Figure 1. Metal 3 (run 1).
(4 px per µm)
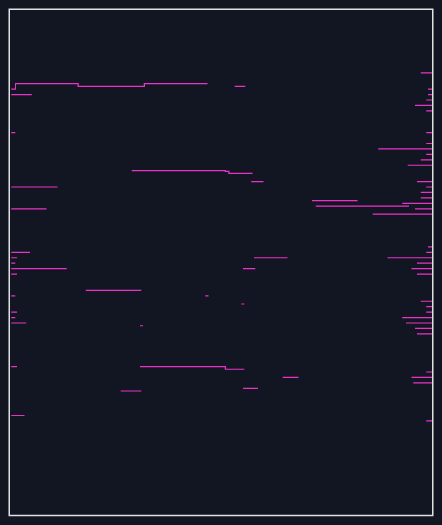
Figure 2. Wiring heat map (run 1).
(3 px per µm) The die is cut into 21 by 25 equal tiles; black is low, pale yellow is high, scaled to the fullest tile. Values are wire area over tile area, all layers added.
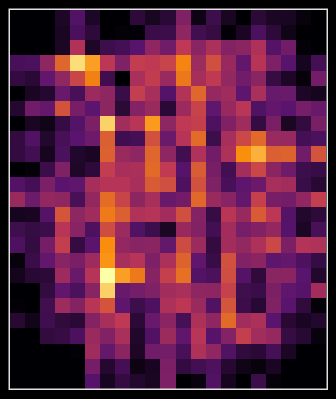
Figure 3. The clock network (run 1).
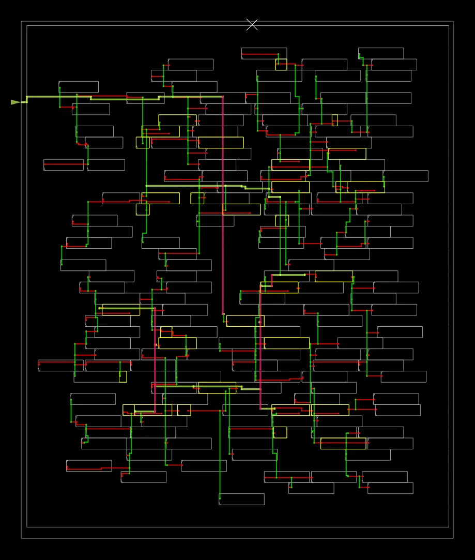
Figure 4. Sizing map (run 1).
(4 px per µm)
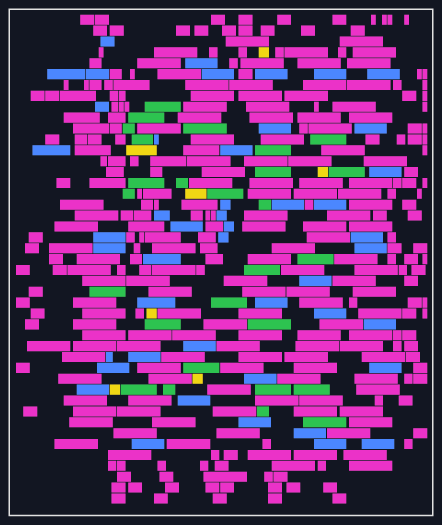
Design slave_fifo_stream_out_flat, sky130hd; sources not shown.
==> impl_metrics.toml, run 1 <==
# physical design summary
[run_status]
status = "complete, but fails checks"
violations = "DRC"

[layout]
largest_reg_flops = 128
area_growth_syn_to_layout_pct = 24.4
lay_top_cells = "edfxtp_1 (128), clkdlybuf4s50_1 (72), mux4_2 (32), and2_1 (32)"
final_core_utilization_pct = 57.1
fillers = 975
sh_seq_area_pct = 58.7
clk_share_pct = 8.43
comb_area_share_pct = 19.4
nets = 415
n_antenna_cell = 0
logic_area_mm2 = 0.00140
stdcell_count = 545
seqCellArea_mm2 = 0.00422
n_all_inverters = 5

[power_and_ir_drop]
power.total_w = 0.00336
p_seq_w = 0.00130
p_int_w = 0.00245
p_comb_w = 0.00101
peakVddDrop_mv = 0.200
top_power_group = "registers"
comb_power_share_pct = 29.9
power_clock_w = 0.00105
clockPowerShare_pct = 31.4
p_seq_share_pct = 38.7

[yosys]
synthTopLogicFamily = "multiplexers"
synth_flop_count = 143
synthMostInstantiatedCell = "edfxtp_1"
ys_seq_share_pct = 73.0
synth_cells = 288
xor_share_pct = 0.909
largest_area_cell = "edfxtp_1"
ys_cells = 288
synth-edff-count = 128
synth_adder_area_share_pct = 2.08
top_area_share_pct = 66.5
ys_top_cells_by_area = "edfxtp_1 (66%), mux4_2 (12%), dfrtp_1 (5.6%)"
ys_chip_area_mm2 = 0.00578
syn_area_per_cell_um2 = 20.1
yosysWarnings = 0
synth-main-ff-cell = "edfxtp_1"

[routing]
met1_length_um = 3990
top_layer = "met4"
dr.pass1.iters = 6
drcViolationCount = 2
wl_met3_um = 372
drtIter0Drc = 96

[clocking]
post_cts_resize_count = 0
ctsHtreeMaxLevel = 4
cts_num_sinks = 143
cts_tree = "built"
clk_pin_slew_worst_paths_ns = 0.06
cts_made_buffers = 17
cts_buffer_depth = 2

[die]
std_cell_rows = 45
chipHeight_um = 126
ios = 90
chip_area_mm2 = 0.0133
coreArea_mm2 = 0.0126
n_tap_cell = 164
die_w_um = 105

[run]
drv_cap = 0

[setup_path]
reg2reg_slack_ns = 3.34
cp.arrival_ns = 2.71
slowest_delay_ns = 0.59
cp_num_cells = 4
required_ns = 4.35
cpMaxStageDelayCell = "dfrtp_2"
cp_max_fo = 23
crit_chain = "buf_4 -> mux4_2 -> and2_1 -> clkdlybuf4s50_1"
path_class = "reg -> out"
path_buffers = 2

[sta]
final.period_utilization_pct = 73.0
setup_violations = 0
period_minus_slack_ns = 4.43
slew_viol_final = 0
grt_setup_unrepaired = "no"
finalHoldViolations = 0
fmax_mhz = 226
tns_ns = 0
slew_headroom_pct = 40.8
worstMarginPinSlew_ns = 0.888

[global_routing]
met1_usage_pct = 19.4
antenna_found_initial = 0
grt_pass1_vias = 2894
grt_pass1_wl_um = 15200
grt_max_degree = 36

[placed_design]
globalplace.congestion = 0.678

[hold_path]
hold_path_class = "reg -> reg"
Back to the opening pictures, Figure 1:
longest straight run	23.2 µm
main direction	horizontal
Post-Route WL: 9560 µm
via total after detailed routing: 2,778
met3 Use GR: 4.55%

Back to the opening pictures, Figure 2:
tiles over half the peak	14%
mean over tiles	0.11
nearly empty tiles	11%
fullest tile	0.39
Total GRT Usage: 15.8%
WL per Instance: 17.5 µm

Back to the opening pictures, Figure 3:
registers: 143
final-layout clock buffer total: 17

Back to the opening pictures, Figure 4:
size	colour	cells	share	most used
x2	blue	46	12%	mux4_2
x3 and x4	yellow	7	1.8%	clkinvlp_4
x6 and larger	green	27	7.1%	clkbuf_16
x1 and smaller	magenta	301	79%	edfxtp_1
Buffers, non-clock: 74
final worst slack: 1.64 ns

==> run 2: changes to the inputs <==
--- a/config.mk
+++ b/config.mk
@@ -10,7 +10,7 @@
 export CORE_UTILIZATION = 45
 export DETAILED_ROUTE_END_ITERATION = 7
 export HOLD_SLACK_MARGIN = 0.08
-export PLACE_DENSITY = 0.73
+export PLACE_DENSITY = 0.75
 export SYNTH_ARGS = -nofsm -noshare
 export SYNTH_HDL_FRONTEND = slang
 export SYNTH_SLANG_ARGS = --single-unit
==> constraint.sdc (replaced) <==
create_clock -name clk_100 -period 4 [get_ports clk_100]
set_clock_uncertainty 0.2 [all_clocks]
set_input_delay 1 -clock clk_100 [delete_from_list [all_inputs] [get_ports clk_100]]
set_output_delay 1 -clock clk_100 [all_outputs]
set_load 0.01 [all_outputs]
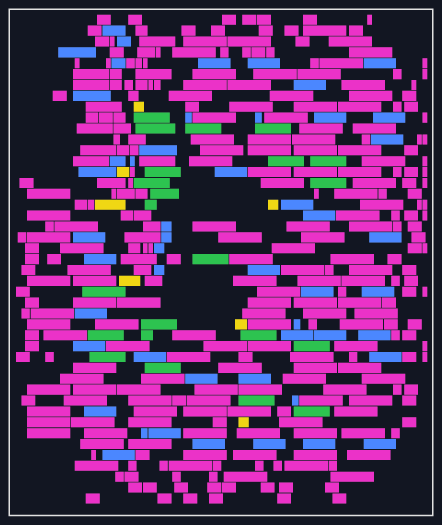
Figure 5: run 2, sizing map.
(4 px per µm)
size	colour	cells	share	most used
x2	blue	50	13%	mux4_2
x6 and larger	green	22	5.8%	clkbuf_16
x3 and x4	yellow	7	1.8%	clkinvlp_4
x1 and smaller	magenta	302	79%	edfxtp_1
final worst slack: 0.335 ns
post-route cell area: 0.00716 mm²

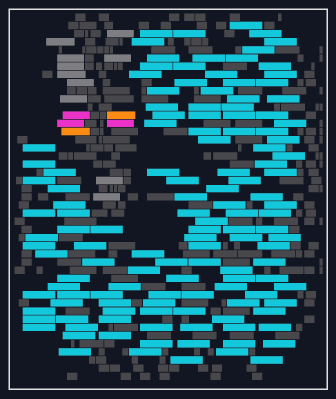
Figure 6: run 2, sequential cells grouped by signal name.
(3 px per µm) Other sequential cells in the stronger grey, the rest of the logic in the fainter grey.
netlist name	colour	flops
u_core.u_skid.count_o	magenta	3
u_core.u_skid.rd_ptr_q	orange	2
u_core.u_skid.mem_q	cyan	128
not coloured	10
fin util: 56.8%
sequential share of cell area: 59.0%
Reg area: 0.00422 mm²

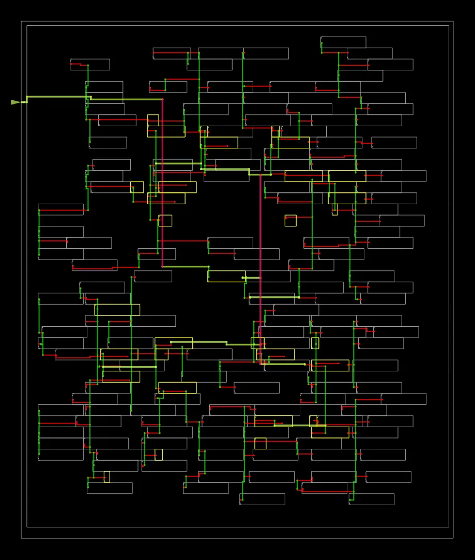
Figure 7: run 2, the clock network.
Worst-Skew Late Latency: 0.40 ns
cts bufs inserted: 17
CTS Sinks: 143

==> run 2 against run 1 <==
The flow now finishes without violations. Largest power group unchanged. Synthesized cell count unchanged. Global-route usage fell by 0.70 points. Sequential share of layout area rose by 0.30 points. Cell count stayed put. Count of clock-buffer cells in the layout stayed put.
==> impl_metrics.toml, run 2 <==
# physical design summary
[layout]
drive_above_1_share_pct = 20.7
fillers = 970
clk_share_pct = 7.62
area_growth_syn_to_layout_pct = 23.8
nClkBuffers = 17
logic_area_mm2 = 0.00140
lay_top_cells = "edfxtp_1 (128), clkdlybuf4s50_1 (72), mux4_2 (32), and2_1 (32)"
flops = 143
n_all_inverters = 5
comb_area_share_pct = 19.5
largest_reg_flops = 128
nets = 415
n_antenna_cell = 0
n_all_buffers = 74
final_common_cell = "edfxtp_1"

[setup_path]
path_class = "reg -> out"
cp_max_fo = 25
cp_num_cells = 4
crit_chain = "buf_12 -> mux4_2 -> and2_1 -> clkdlybuf4s50_1"
slowest_delay_ns = 0.57
required_ns = 2.80
reg2reg_slack_ns = 1.46

[die]
die_w_um = 105
coreArea_mm2 = 0.0126
n_tap_cell = 164
chipHeight_um = 126
std_cell_rows = 45
chip_area_mm2 = 0.0133
ios = 90

[power_and_ir_drop]
p_seq_w = 0.00197
p_int_w = 0.00361
clockPowerShare_pct = 28.8
power_clock_w = 0.00143
p_seq_share_pct = 39.8
comb_power_share_pct = 31.4
p_comb_w = 0.00155
peakVddDrop_mv = 0.324

[routing]
met1_length_um = 3770
wirelength_um = 9290
top_layer = "met4"
wl_met3_um = 412
vias = 2721
drcViolationCount = 0
wl_per_cell_um = 17.0
dr.pass1.iters = 6
drtIter0Drc = 111

[run]
drv_cap = 0

[clocking]
ctsHtreeMaxLevel = 4
cts_tree = "built"
cts_buffer_depth = 2
post_cts_resize_count = 0
clk_pin_slew_worst_paths_ns = 0.06

[yosys]
synth_flop_count = 143
largest_area_cell = "edfxtp_1"
top_area_share_pct = 66.5
syn_area_per_cell_um2 = 20.1
synth_adder_area_share_pct = 2.08
ys_chip_area_mm2 = 0.00578
xor_share_pct = 0.909
synthTopLogicFamily = "multiplexers"
ys_top_cells_by_area = "edfxtp_1 (66%), mux4_2 (12%), dfrtp_1 (5.6%)"
synth-main-ff-cell = "edfxtp_1"
synth_cells = 288
synthMostInstantiatedCell = "edfxtp_1"
ys_cells = 288
ys_seq_share_pct = 73.0

[global_routing]
antenna_found_initial = 0
use_met3_pct = 4.04
grt_pass1_vias = 2851
grt_max_degree = 34
met1_usage_pct = 17.7

[run_status]
status = "finished, final reports clean"

[sta]
period_minus_slack_ns = 3.66
whs_ns = 0.184
final.period_utilization_pct = 91.6
setup_violations = 0
fmax_mhz = 273
finalHoldViolations = 0
slew_headroom_pct = 39.2
tns_ns = 0

[hold_path]
hold_path_class = "reg -> reg"

[placed_design]
globalplace.congestion = 0.681
No activity file was given, so power comes from the tool's default toggle rates.
